### The clock network, run 1

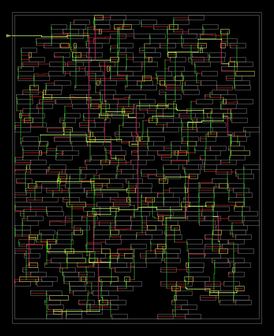
### Metal 2, run 1

Scale bar: 50 um.
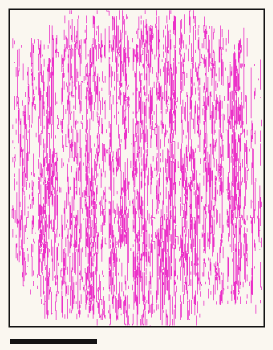
### Wiring by layer, run 1

Scale bar: 50 um. Two of the layers only.
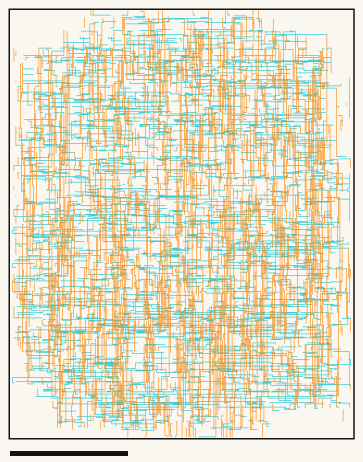
### src/rtl/palette_color_mapper.sv
// Programmable palette colour mapper: pixel index -> R/G/B through a double-buffered
// palette (shadow written by host, copied to active at a committing frame_start).
module palette_color_mapper #(
   parameter int unsigned COLOR_BITS = 3,
   parameter int unsigned CH_WIDTH   = 8
) (
   input  logic                    clk,
   input  logic                    reset_n,
   input  logic                    pix_valid,
   input  logic [COLOR_BITS-1:0]   pix_color,
   input  logic                    pix_blank,
   input  logic                    frame_start,
   input  logic                    pal_we,
   input  logic [COLOR_BITS-1:0]   pal_addr,
   input  logic [3*CH_WIDTH-1:0]   pal_data,
   input  logic                    pal_commit,
   output logic                    commit_pending,
   output logic                    out_valid,
   output logic [CH_WIDTH-1:0]     R,
   output logic [CH_WIDTH-1:0]     G,
   output logic [CH_WIDTH-1:0]     B
);

   localparam int unsigned DEPTH = 1 << COLOR_BITS;
   localparam int unsigned PW    = 3 * CH_WIDTH;

   logic [PW-1:0]         shadow [DEPTH];
   logic [PW-1:0]         active [DEPTH];
   logic                  s1_valid;
   logic                  s1_blank;
   logic [COLOR_BITS-1:0] s1_color;
   logic                  do_commit;
   logic [PW-1:0]         lookup;

   // Reset palette contents, scaled so the 8-bit reference colours keep their MSB alignment.
   function automatic logic [PW-1:0] def_entry(input int unsigned idx);
      logic [CH_WIDTH-1:0] r, g, b;
      r = '0;
      g = '0;
      b = '0;
      if (idx == 0) begin
         r = CH_WIDTH'(8'h11) << (CH_WIDTH - 8);
         g = CH_WIDTH'(8'h20) << (CH_WIDTH - 8);
         b = CH_WIDTH'(8'h33) << (CH_WIDTH - 8);
      end else if (idx == 1) begin
         r = CH_WIDTH'(8'hfd) << (CH_WIDTH - 8);
         g = CH_WIDTH'(8'h61) << (CH_WIDTH - 8);
         b = CH_WIDTH'(8'h0c) << (CH_WIDTH - 8);
      end
      return {r, g, b};
   endfunction

   // A same-cycle pal_commit counts as pending so frame_start can apply it at once.
   always_comb begin
      do_commit = frame_start & (commit_pending | pal_commit);
   end

   always_ff @(posedge clk or negedge reset_n) begin
      if (!reset_n) begin
         commit_pending <= 1'b0;
      end else if (do_commit) begin
         commit_pending <= 1'b0;
      end else if (pal_commit) begin
         commit_pending <= 1'b1;
      end
   end

   // Active copies the pre-write shadow, so a coincident pal_we reaches shadow only.
   always_ff @(posedge clk or negedge reset_n) begin
      if (!reset_n) begin
         for (int unsigned i = 0; i < DEPTH; i++) begin
            shadow[i] <= def_entry(i);
            active[i] <= def_entry(i);
         end
      end else begin
         if (do_commit) begin
            for (int unsigned i = 0; i < DEPTH; i++) begin
               active[i] <= shadow[i];
            end
         end
         if (pal_we) begin
            shadow[pal_addr] <= pal_data;
         end
      end
   end

   always_ff @(posedge clk or negedge reset_n) begin
      if (!reset_n) begin
         s1_valid <= 1'b0;
         s1_blank <= 1'b0;
         s1_color <= '0;
      end else begin
         s1_valid <= pix_valid;
         s1_blank <= pix_blank;
         s1_color <= pix_color;
      end
   end

   always_comb begin
      lookup = '0;
      if (s1_valid && !s1_blank) begin
         lookup = active[s1_color];
      end
   end

   always_ff @(posedge clk or negedge reset_n) begin
      if (!reset_n) begin
         out_valid <= 1'b0;
         R         <= '0;
         G         <= '0;
         B         <= '0;
      end else begin
         out_valid <= s1_valid;
         R         <= lookup[3*CH_WIDTH-1:2*CH_WIDTH];
         G         <= lookup[2*CH_WIDTH-1:CH_WIDTH];
         B         <= lookup[CH_WIDTH-1:0];
      end
   end

endmodule

### config.mk
export PLATFORM = sky130hd
export DESIGN_NAME = palette_color_mapper
export DESIGN_NICKNAME = d
export VERILOG_FILES = /design/src/rtl/palette_color_mapper.sv
export SDC_FILE = /design/constraint.sdc
export NUM_CORES = 1
export LEC_CHECK = 0
export CAP_MARGIN = 20
export CORE_ASPECT_RATIO = 1.25
export CORE_UTILIZATION = 65
export CTS_BUF_LIST = sky130_fd_sc_hd__clkbuf_8
export DETAILED_ROUTE_END_ITERATION = 7
export PLACE_DENSITY = 0.84
export SYNTH_ARGS = -nofsm -noshare
export SYNTH_HDL_FRONTEND = slang
export SYNTH_SLANG_ARGS = --single-unit
### constraint.sdc
create_clock -name clk -period 2.3 [get_ports clk]
set_input_delay 0.46 -clock clk [delete_from_list [all_inputs] [get_ports clk]]
set_output_delay 0.46 -clock clk [all_outputs]
set_load 0.005 [all_outputs]
==> results_slide.txt, run 1 <==
Flow Results at a Glance

Detailed routing
  • Antenna Violating Nets Remaining: 0
  • DR vias/cell: 5.82
  • DRT Pass-1 Iters: 4

Power and ir drop
  • Maximum ir drop on the vdd rail: 0.666 mV
  • Proportion of power drawn by flip-flops and latches: 0.519
  • Fraction of power spent switching nets: 0.241

STA
  • Transition at the pin with the smallest max-transition slack: 0.448 ns
  • Tightest hold margin: 0.301 ns
  • Setup skew after layout: 0.0179 ns
  • Unrepaired setup endpoints after global routing: false
  • Final tally of setup violations: 0
  • Maximum clock frequency: 505 MHz

Critical path
  • Stage delay of the slowest cell on the critical path: 0.52 ns
  • Critical Setup Path Class: reg -> out
  • Data arrival time at the worst-slack endpoint: 1.52 ns
  • Sequence of cells on the critical path: clkdlybuf4s50_1
  • Number of cells on the worst reg-to-reg path: 4
  • Total number of cells along the worst setup path: 1

Place
  • Inst Count DP: 1,428
  • Port-buffer cells: 62
  • DP Area: 18,000 um^2

Synthesis
  • Yosys Chip Area: 16,700 um^2
  • Synth Cell Area: 16,700 um^2
  • Seq share, synth: 0.625

Layout
  • Fraction of layout instances using a drive strength above 1: 0.466
  • Sequential Area: 10,400 um^2
  • Final net count: 1,193
  • Post-layout instance area: 19,400 um^2
  • Fill cell instance count of the final layout: 1,489
  • Most frequent logic cells in the routed design: dfrtp_1, mux2_2, mux2i_1

Job
  • Number of warning messages in the logs: 26

Clocking
  • TritonCTS clock tree: done
  • Later-pin clock latency in the skew report: 0.60 ns
  • Clock-pin transition on the worst setup and hold timing paths: 0.06 ns
  • Num CTS Buffers: 60

Global routing
  • Number of global-route vias before repair: 9,960
  • First-pass GRT wire length: 53.2 mm

Floorplanning
  • Share of the core filled by cells before placement: 0.662
  • Number of rows created at floorplan: 65

Status
  • Status: complete, no violations
Notes on 'The clock network' above:
count of clock buffers in the final design: 72
Power Clock: 6.44 mW

Notes on 'Metal 2' above:
share of all routed wire = 53%
nets with wire on the layer = 1,136
wire length on this layer = 17,200 um
main direction = vertical

Notes on 'Wiring by layer' above:
orange -> met2  # wire length 17,200 um
cyan -> met1  # wire length 13,700 um

run 1: metal layers:
layer  wire length [um]  share of wire  track usage
met1              13700           0.43        0.330
met2              17200           0.53        0.467
met3                772          0.024       0.0386
met4                481          0.015       0.0636
met5                  0              0            0
run 1: power by group through the flow:
stage	clock network [mW]	registers, mW	logic (mW)
4_1_cts	6.57	10.2	3.10
6_report	6.44	10.2	3.05
3_3_place_gp	0	10.2	2.90
2_1_floorplan	0	10.0	2.27
3_5_place_dp	0	10.3	3.06
5_1_grt	6.91	10.4	3.34
run 1: state kept, by name (all words and copies together), names as in the netlist:
signal          flops
R                   8
s1_color            3
s1_valid            1
shadow            192
commit_pending      1
s1_blank            1
active            192
B                   8
G                   8
out_valid           1
run 1: metrics by stage:
stage,util,setup WS (ns)
after floorplan,-,0.581
after global placement,0.716,0.150
after detailed placement,0.716,0.106
after CTS,0.771,0.287
after global routing,0.771,0.261
final,0.771,0.320
run 1: synth_stat cells (all sizes together):
library cell	n	area share
o21ai	1	0.00030
nor3b	2	0.0022
nor3	2	0.0016
buf	55	0.020
nand4b	4	0.0021
dfstp	38	0.060
mux2i	96	0.058
nand4	1	0.00038
or2	24	0.0090
mux2	384	0.26
nand4bb	2	0.0013
clkbuf	8	0.0018
or4b	1	0.00060
dfrtp	377	0.57
nand2b	1	0.00082
nor2	2	0.00045
nand2	1	0.00022
o22ai	48	0.018
run 1: final timing paths:
check                                           to                  startpoint  slack [ns]
max                                 commit_pending  commit_pending$_DFFE_PN0P_        0.32
min                          s1_color[1]$_DFF_PN0_                pix_color[1]        0.30
max reg2reg                         G[5]$_DFF_PN0_       s1_color[0]$_DFF_PN0_        0.57
min in group asynchronous    shadow[5]$_DFFE_PN0P_                     reset_n        0.33
max in group asynchronous  active[128]$_DFFE_PN0P_                     reset_n        1.11
min reg2reg                    out_valid$_DFF_PN0_          s1_valid$_DFF_PN0_        0.46
run 1: kinds of logic after synthesis:
family / share of synthesized area
mux: 0.317
simple gates: 0.0187
buf+inv: 0.0214
compound gates: 0.0183
flops: 0.625
run 1: cell type report:
type | instances | share of cell area
clock inverters | 37 | 0.0195
well taps | 335 | 0.0216
repair buffers | 110 | 0.0657
multi-input cells | 569 | 0.305
clock buffers | 72 | 0.0510
flip-flops and latches | 415 | 0.537
run 1: repair_timing:
item                                   4_1_cts  5_1_grt
endpoints found under the hold margin       25        0
hold buffers                                 1        0
resized                                      0        0
## Run 2: what changed since run 1
- HOLD_SLACK_MARGIN: not set -> 0.12
### Wiring by layer, run 2

Scale bar: 50 um. Two of the layers only.
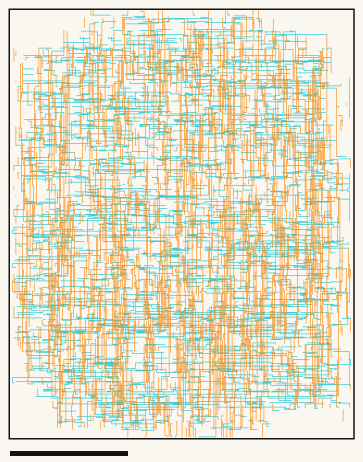
cyan -> met1  # wire length 13,700 um
orange -> met2  # wire length 17,200 um

### PDN straps and rails, run 2

Scale bar: 50 um. Pins as bars on the die edge.
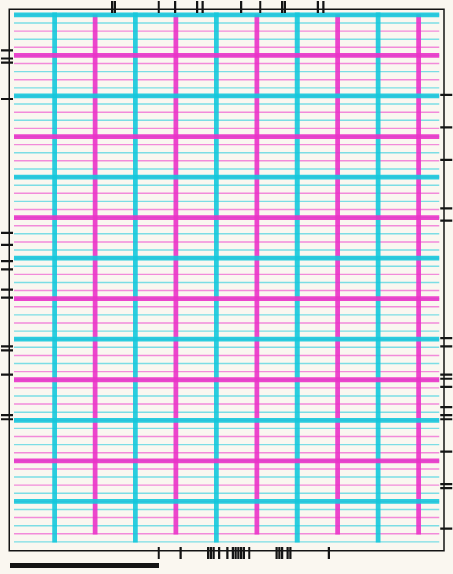
cyan -> VSS
magenta -> VDD
rows = 65
met5 straps = 13

### The clock network, run 2

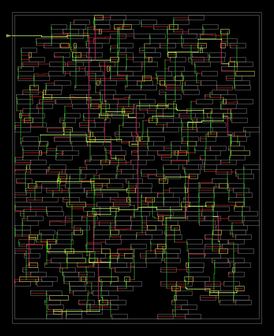
clk sink count: 415
setup skew after layout: 0.0179 ns
sequential cell count of the final layout: 415
Num CTS Buffers: 60

==> results_slide.txt, run 2 <==
Flow Results at a Glance

Critical path
  • Data arrival time at the worst-slack endpoint: 1.52 ns
  • Required time of the critical path: 1.84 ns
  • Stage delay of the slowest cell on the critical path: 0.52 ns
  • Critical Setup Path Class: reg -> out
  • Sequence of cells on the critical path: clkdlybuf4s50_1
  • Setup slack of the worst register-to-register path: 0.57 ns

Job
  • Number of warning messages in the logs: 26

Synthesis
  • Cell with the most instances after synthesis: dfrtp_1
  • Post-synth ARST share: 1.00
  • Post-synth EDFFs: 0
  • Cell types occupying the most area after synthesis: dfrtp_1, mux2_2, dfstp_2
  • Seq share, synth: 0.625
  • Yosys Chip Area: 16,700 um^2
  • Commonest flop: dfrtp_1
  • Cell type with the highest aggregate area in the netlist: dfrtp_1

Power and ir drop
  • Maximum ir drop on the vdd rail: 0.666 mV
  • Fraction of power spent switching nets: 0.241
  • Proportion of power drawn by flip-flops and latches: 0.519

STA
  • Maximum clock frequency: 505 MHz
  • Transition at the pin with the smallest max-transition slack: 0.448 ns
  • Final Hold Violation Tally: 0
  • Unrepaired setup endpoints after global routing: false
  • Final tally of setup violations: 0

Clocking
  • CTS-repair resized insts: 0
  • Later-pin clock latency in the skew report: 0.60 ns
  • CTS Hold Bufs: 1
  • Clock-pin transition on the worst setup and hold timing paths: 0.06 ns
  • TritonCTS clock tree: done

Layout
  • Fraction of layout instances using a drive strength above 1: 0.466
  • Fill cell instance count of the final layout: 1,489
  • Most frequent logic cells in the routed design: dfrtp_1, mux2_2, mux2i_1
  • Final net count: 1,193
  • Largest registers: active (192), shadow (192)
  • Sequential Area: 10,400 um^2

Floorplanning
  • Number of rows created at floorplan: 65
  • Boundary pin count: 63

Global routing
  • Maximum number of pins on one net before global-route repair: 79
  • Peak-usage layer in the global routing report: met2
  • Number of global-route vias before repair: 9,960
  • Global routing usage on met3: 0.0386
  • Met2 routing resource usage after global routing: 0.467
  • Met1 demand-to-capacity share in global routing: 0.330
  • First-pass GRT wire length: 53.2 mm

Detailed routing
  • DRT Pass-1 Iters: 4
  • Antenna Violating Nets Remaining: 0

Status
  • Status: complete, no violations

Place
  • Port-buffer cells: 62
  • Inst Count DP: 1,428
[run 2: cell families (layout without fill, tap and decap cells)]
family / Yosys count / in the layout / synth area share
simple gates: 40 / 40 / 0.0187
mux: 480 / 480 / 0.317
flops: 415 / 415 / 0.625
compound gates: 49 / 49 / 0.0183
buf+inv: 63 / 219 / 0.0214
[run 2: final timing paths]
kind	to	startpoint	cells past startpoint
worst max register to register	G[5]$_DFF_PN0_	s1_color[0]$_DFF_PN0_	4
worst min register to register	out_valid$_DFF_PN0_	s1_valid$_DFF_PN0_	0
worst max-delay path	commit_pending	commit_pending$_DFFE_PN0P_	1
max in group asynchronous	active[128]$_DFFE_PN0P_	reset_n	4
worst min-delay path	s1_color[1]$_DFF_PN0_	pix_color[1]	1
min in group asynchronous	shadow[5]$_DFFE_PN0P_	reset_n	2
[run 2: metal layers]
metal | vias to the layer above | wire length (um)
li1 | 4007 | -
met1 | 4763 | 13700
met2 | 137 | 17200
met3 | 40 | 772
met4 | 0 | 481
met5 | - | 0
[run 2: through the flow]
stage / instance area [um^2] / hold WS (ns) / power (mW) / setup WS, ns / util
final: 19400 / 0.301 / 19.7 / 0.320 / 0.771
after CTS: 19400 / 0.266 / 19.9 / 0.287 / 0.771
after detailed placement: 18000 / 0.349 / 13.4 / 0.106 / 0.716
after floorplan: 16700 / 0.164 / 12.3 / 0.581 / -
after global placement: 18000 / 0.349 / 13.1 / 0.150 / 0.716
after global routing: 19400 / 0.282 / 20.7 / 0.261 / 0.771
[run 2: area by class of cell]
type                    count  share of cell area
clock buffers              72              0.0510
well taps                 335              0.0216
multi-input cells         569               0.305
repair buffers            110              0.0657
flip-flops and latches    415               0.537
clock inverters            37              0.0195
[run 2: power by group through the flow]
stage / Combinational [mW] / Clock, mW / Sequential [mW]
finish: 3.05 / 6.44 / 10.2
global route: 3.34 / 6.91 / 10.4
CTS: 3.10 / 6.57 / 10.2
detailed placement: 3.06 / 0 / 10.3
global placement: 2.90 / 0 / 10.2
floorplan: 2.27 / 0 / 10.0
Power figures rest on the tool's default switching activity, not on a simulated workload.
